--- src/rtl/jump_offset_encoder.sv ---
// jump_offset_encoder
//   Turns (pc, absolute target) into a PC-relative signed word offset. It
//   range-checks the offset against an OFFSET_W-bit field, packs it under a
//   6-bit opcode, and writes the resulting jump word into instruction memory
//   through a write port that waits for an acknowledge.
//
//   Optional feature: define JUMP_OFFSET_ENC_ERRCNT_EN to add err_count, a
//   saturating 8-bit count of rejected requests that only rst_n clears.
//
// Ports
//   clk, rst_n            clock (rising edge), asynchronous active-low reset
//   req_valid/req_ready   request handshake; a request is accepted only in IDLE
//   req_pc, req_target    byte addresses of the jump and of its destination
//   req_opcode            opcode placed in bits [31:26]
//   req_waddr             instruction-memory word address to write
//   imem_we/waddr/wdata   write port; held stable until imem_ack
//   imem_ack              memory accepted the write this cycle
//   done                  one-cycle completion pulse
//   err, err_code         err qualifies done; 00 ok, 01 misaligned, 10 range
//   err_count             (optional) saturating count of rejected requests
module jump_offset_encoder #(
   parameter int OFFSET_W = 26,   // opcode (6) + field must fill 32 bits
   parameter int IMEM_AW  = 10
) (
   input  logic               clk,
   input  logic               rst_n,
   input  logic               req_valid,
   output logic               req_ready,
   input  logic [31:0]        req_pc,
   input  logic [31:0]        req_target,
   input  logic [5:0]         req_opcode,
   input  logic [IMEM_AW-1:0] req_waddr,
   output logic               imem_we,
   output logic [IMEM_AW-1:0] imem_waddr,
   output logic [31:0]        imem_wdata,
   input  logic               imem_ack,
   output logic               done,
   output logic               err,
   output logic [1:0]         err_code
`ifdef JUMP_OFFSET_ENC_ERRCNT_EN
   ,
   output logic [7:0]         err_count
`endif
);

   typedef enum logic [2:0] {IDLE, CALC, CHECK, WRITE, DONE} state_t;

   state_t      state, state_nxt;
   logic [31:0] pc_q, tgt_q, diff_q;
   logic [5:0]  op_q;
   logic [29:0] offset;
   logic [29-OFFSET_W+1:0] upper;
   logic        in_range;
   logic [1:0]  chk_code;

   // Word offset is the arithmetic shift of the byte difference. It fits the
   // field when every bit above the field's sign bit equals that sign bit.
   assign offset   = diff_q[31:2];
   assign upper    = offset[29:OFFSET_W-1];
   assign in_range = (&upper) | ~(|upper);

   // Misalignment is tested first, so it wins when both errors apply.
   always_comb begin
      chk_code = 2'b00;
      if (diff_q[1:0] != 2'b00) chk_code = 2'b01;
      else if (!in_range)       chk_code = 2'b10;
   end

   // State register.
   always_ff @(posedge clk or negedge rst_n) begin
      if (!rst_n) state <= IDLE;
      else        state <= state_nxt;
   end

   // Next-state logic.
   always_comb begin
      state_nxt = state;
      case (state)
         IDLE:    if (req_valid) state_nxt = CALC;
         CALC:    state_nxt = CHECK;
         CHECK:   state_nxt = (chk_code != 2'b00) ? DONE : WRITE;
         WRITE:   if (imem_ack) state_nxt = DONE;
         DONE:    state_nxt = IDLE;
         default: state_nxt = IDLE;
      endcase
   end

   // Outputs decoded from state. imem_we follows the asynchronously reset
   // state, so it drops as soon as rst_n falls.
   always_comb begin
      req_ready = (state == IDLE);
      imem_we   = (state == WRITE);
      done      = (state == DONE);
   end

   // err is decoded from the latched code, so it holds after done until the
   // next accept clears err_code.
   assign err = (err_code != 2'b00);

   // Datapath registers.
   always_ff @(posedge clk or negedge rst_n) begin
      if (!rst_n) begin
         pc_q       <= '0;
         tgt_q      <= '0;
         op_q       <= '0;
         diff_q     <= '0;
         imem_waddr <= '0;
         imem_wdata <= '0;
         err_code   <= 2'b00;
      end else begin
         case (state)
            IDLE: if (req_valid) begin
               pc_q       <= req_pc;
               tgt_q      <= req_target;
               op_q       <= req_opcode;
               imem_waddr <= req_waddr;
               err_code   <= 2'b00;
            end
            // Modulo-2^32: pc + 4 wrapping past the top is legal.
            CALC:  diff_q <= tgt_q - (pc_q + 32'd4);
            CHECK: begin
               err_code <= chk_code;
               if (chk_code == 2'b00)
                  imem_wdata <= {op_q, offset[OFFSET_W-1:0]};
            end
            default: ;
         endcase
      end
   end

`ifdef JUMP_OFFSET_ENC_ERRCNT_EN
   always_ff @(posedge clk or negedge rst_n) begin
      if (!rst_n)
         err_count <= 8'd0;
      else if (state == DONE && err && err_count != 8'hFF)
         err_count <= err_count + 8'd1;
   end
`endif

endmodule

--- config.mk ---
export PLATFORM = sky130hd
export DESIGN_NAME = jump_offset_encoder
export DESIGN_NICKNAME = d
export VERILOG_FILES = /design/src/rtl/jump_offset_encoder.sv
export SDC_FILE = /design/constraint.sdc
export NUM_CORES = 1
export LEC_CHECK = 0
export CAP_MARGIN = 0
export CELL_PAD_IN_SITES_DETAIL_PLACEMENT = 1
export CELL_PAD_IN_SITES_GLOBAL_PLACEMENT = 2
export CORE_ASPECT_RATIO = 0.5
export CORE_UTILIZATION = 35
export DETAILED_ROUTE_END_ITERATION = 10
export PLACE_DENSITY_LB_ADDON = 0.2
export SLEW_MARGIN = 10
export SYNTH_ARGS = -nofsm -noshare
export SYNTH_HDL_FRONTEND = slang
export SYNTH_SLANG_ARGS = --single-unit
--- constraint.sdc ---
create_clock -name clk -period 3.7 [get_ports clk]
set_input_delay 0.74 -clock clk [delete_from_list [all_inputs] [get_ports clk]]
set_output_delay 0.74 -clock clk [all_outputs]
set_load 0.02 [all_outputs]
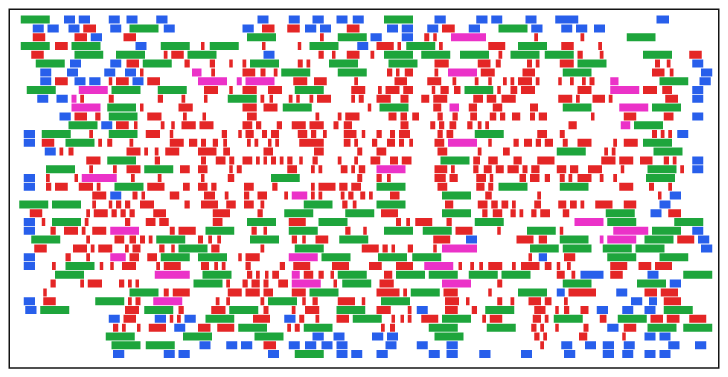
(images/cell_classes.png)
Key: red = all other logic [cells 601, share of their area 43%]; magenta = clock drivers and dummy loads [cells 32, share of their area 6.5%]; blue = other buffers and delay cells [cells 136, share of their area 14%]; green = flip-flops [cells 149, share of their area 37%]
Core Region: 22900 um^2
flip-flop and latch share of the layout cell area: 0.357

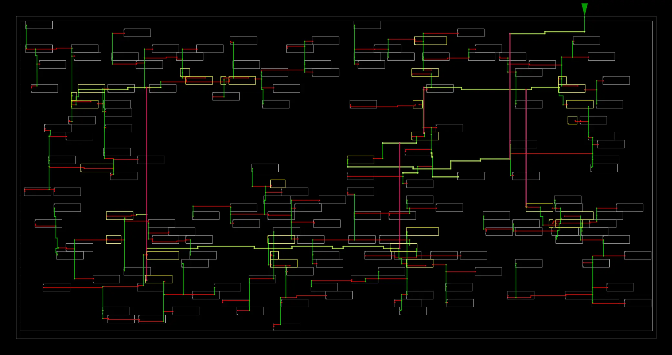
(images/final_clocks.png)
Inserted Clock Buffers: 17
FF+latch count: 149
clock buffers: 20

==> design notes <==
The flow ran to the end, and the final reports show no timing, DRC or antenna violations. After synthesis, the cell types taking the most area are sky130_fd_sc_hd__dfrtp_1 45%, sky130_fd_sc_hd__ha_1 9.3%, sky130_fd_sc_hd__mux2_2 6.7%. Number of enable flip-flop cells: 0. With the post-synthesis simple-gate area fraction at 0.100, the post-layout utilization of the core is 0.455. For the count of fill cells added during filler insertion, the log shows 2529. The run gives 39 as the placement row count. The global routing stage identified its most utilized layer as met2.

Per the run report, area growth between synthesis and finish was 27.0%. The detailed placer reported the number of placed instances as 1193. Once the clock tree was built, the setup fixing pass inserted 0 buffers. The proportion of final cell area spent on non-clock buffers was 0.132. The buffer_ports step reported a buffer count of 131.

The critical path is of the reg2reg type. The run gives 0.840 as the placer's final routability congestion estimate. The run gives 0.359 for the share of the core filled by cells before placement. Looking at the area split, the leading class of cells is combinational gates. The tools report the routing usage on met1 as 0.256.

Measured along the x axis, the die boundary spans 219 um. The first global-routing pass estimated 34.4 mm of wire. The capture point of the worst register-to-register path is recorded as diff_q[23].

On the worst path, the slowest cell contributes a delay of 0.50 ns. Logic depth along the worst register-to-register path is recorded as 11. Synthesized instance count: 785. The post-route report lists met1 wire length as 10.2 mm.

OpenSTA lists the critical path endpoint as diff_q[23]. The distinct cell type count of the synthesized netlist is 70, and the diode insertion count for antenna repair is 0. The pin count of the biggest net entering global routing is 67.

Setup repair after global routing left no endpoint under its margin. The share of cells above drive strength 1 was 0.148; the fmax was 328 MHz. The worst path needs 3.05 ns of the cycle, external delays included. Count of nets after finishing: 1051. After detailed routing, the total wire length is 20.5 mm. The total overflow reported by the global router is 0. At the pin with the least slew margin, the transition time is 1.10 ns.

The slowest cell on the critical path is sky130_fd_sc_hd__a31oi_1. In this run the top signal layer used is met4. The path type of the worst min-delay path is in2async. The tools report the CTS H-tree depth as 4. The run gives 0 for the number of buffers inserted for hold repair after clock tree synthesis. Walking the worst path, the cells encountered are inv_1 -> ha_1 -> ha_1 -> fa_1 -> a21oi_1 -> o211ai_2 -> nand3_1 -> nand2_1 -> a31oi_1 -> o21a_1 -> o211ai_1.

The die covers 24200 um^2. Post-synthesis cell type with the largest combined area: sky130_fd_sc_hd__dfrtp_1. Per the post-route antenna check, the number of violating nets is 0. The endpoint class of the critical path is a flip-flop. The CTS log lists the clock sinks for this run as 149. The post-synthesis chip area from yosys came out at 8230 um^2.
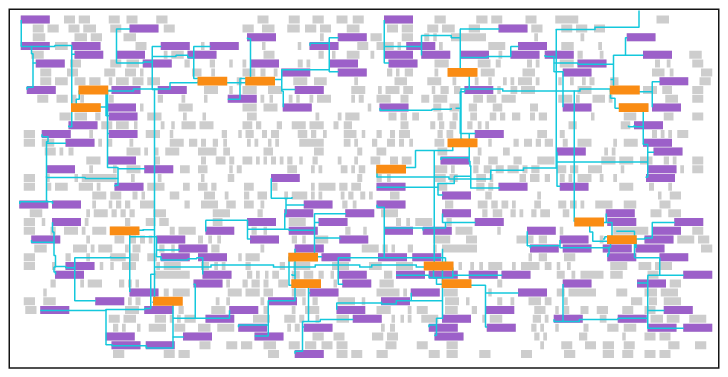
(images/clock_map.png)
Key: orange = cells driving clock nets [count 17]; cyan = clock wires [length 2220 um]; purple = flip-flops [count 149]
There are 18 routed clock nets.
Clock Skew: 0.00764 ns
source-to-sink clock delay at the later pin of the worst-skew pair: 0.44 ns

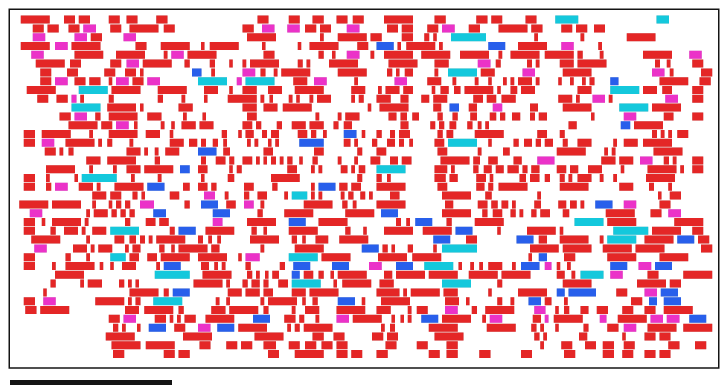
(images/drive_strength.png)
Bar = 50 um.
Key: cyan = drive 6 and up [cells 27, share 2.9%]; red = drive 1 or less [cells 782, share 85%]; blue = drive 3 to 4 [cells 47, share 5.1%]; magenta = drive 2 [cells 62, share 6.8%]
setup slack after layout: 0.652 ns
final instance area: 10400 um^2
buffers outside the clock class: 136

-- worst max-delay path: cells and delay by family (launching register included) --
kind / cells / cell delay, ns
adders and majority gates: 3 / 0.96
buffers and inverters: 1 / 0.05
and+or+nand+nor: 2 / 0.37
AOI/OAI and AO/OA: 5 / 1.22
DFF: 1 / 0.32
-- how the worst min path moves through the flow --
stage / endpoint / slack [ns] / depth (start not counted)
2_1_floorplan: diff_q[0] / 0.44 / 0
3_3_place_gp: diff_q[11] / 0.46 / 2
3_5_place_dp: diff_q[11] / 0.46 / 2
4_1_cts: pc_q[30] / 0.26 / 1
5_1_grt: pc_q[30] / 0.29 / 1
6_report: pc_q[30] / 0.26 / 1
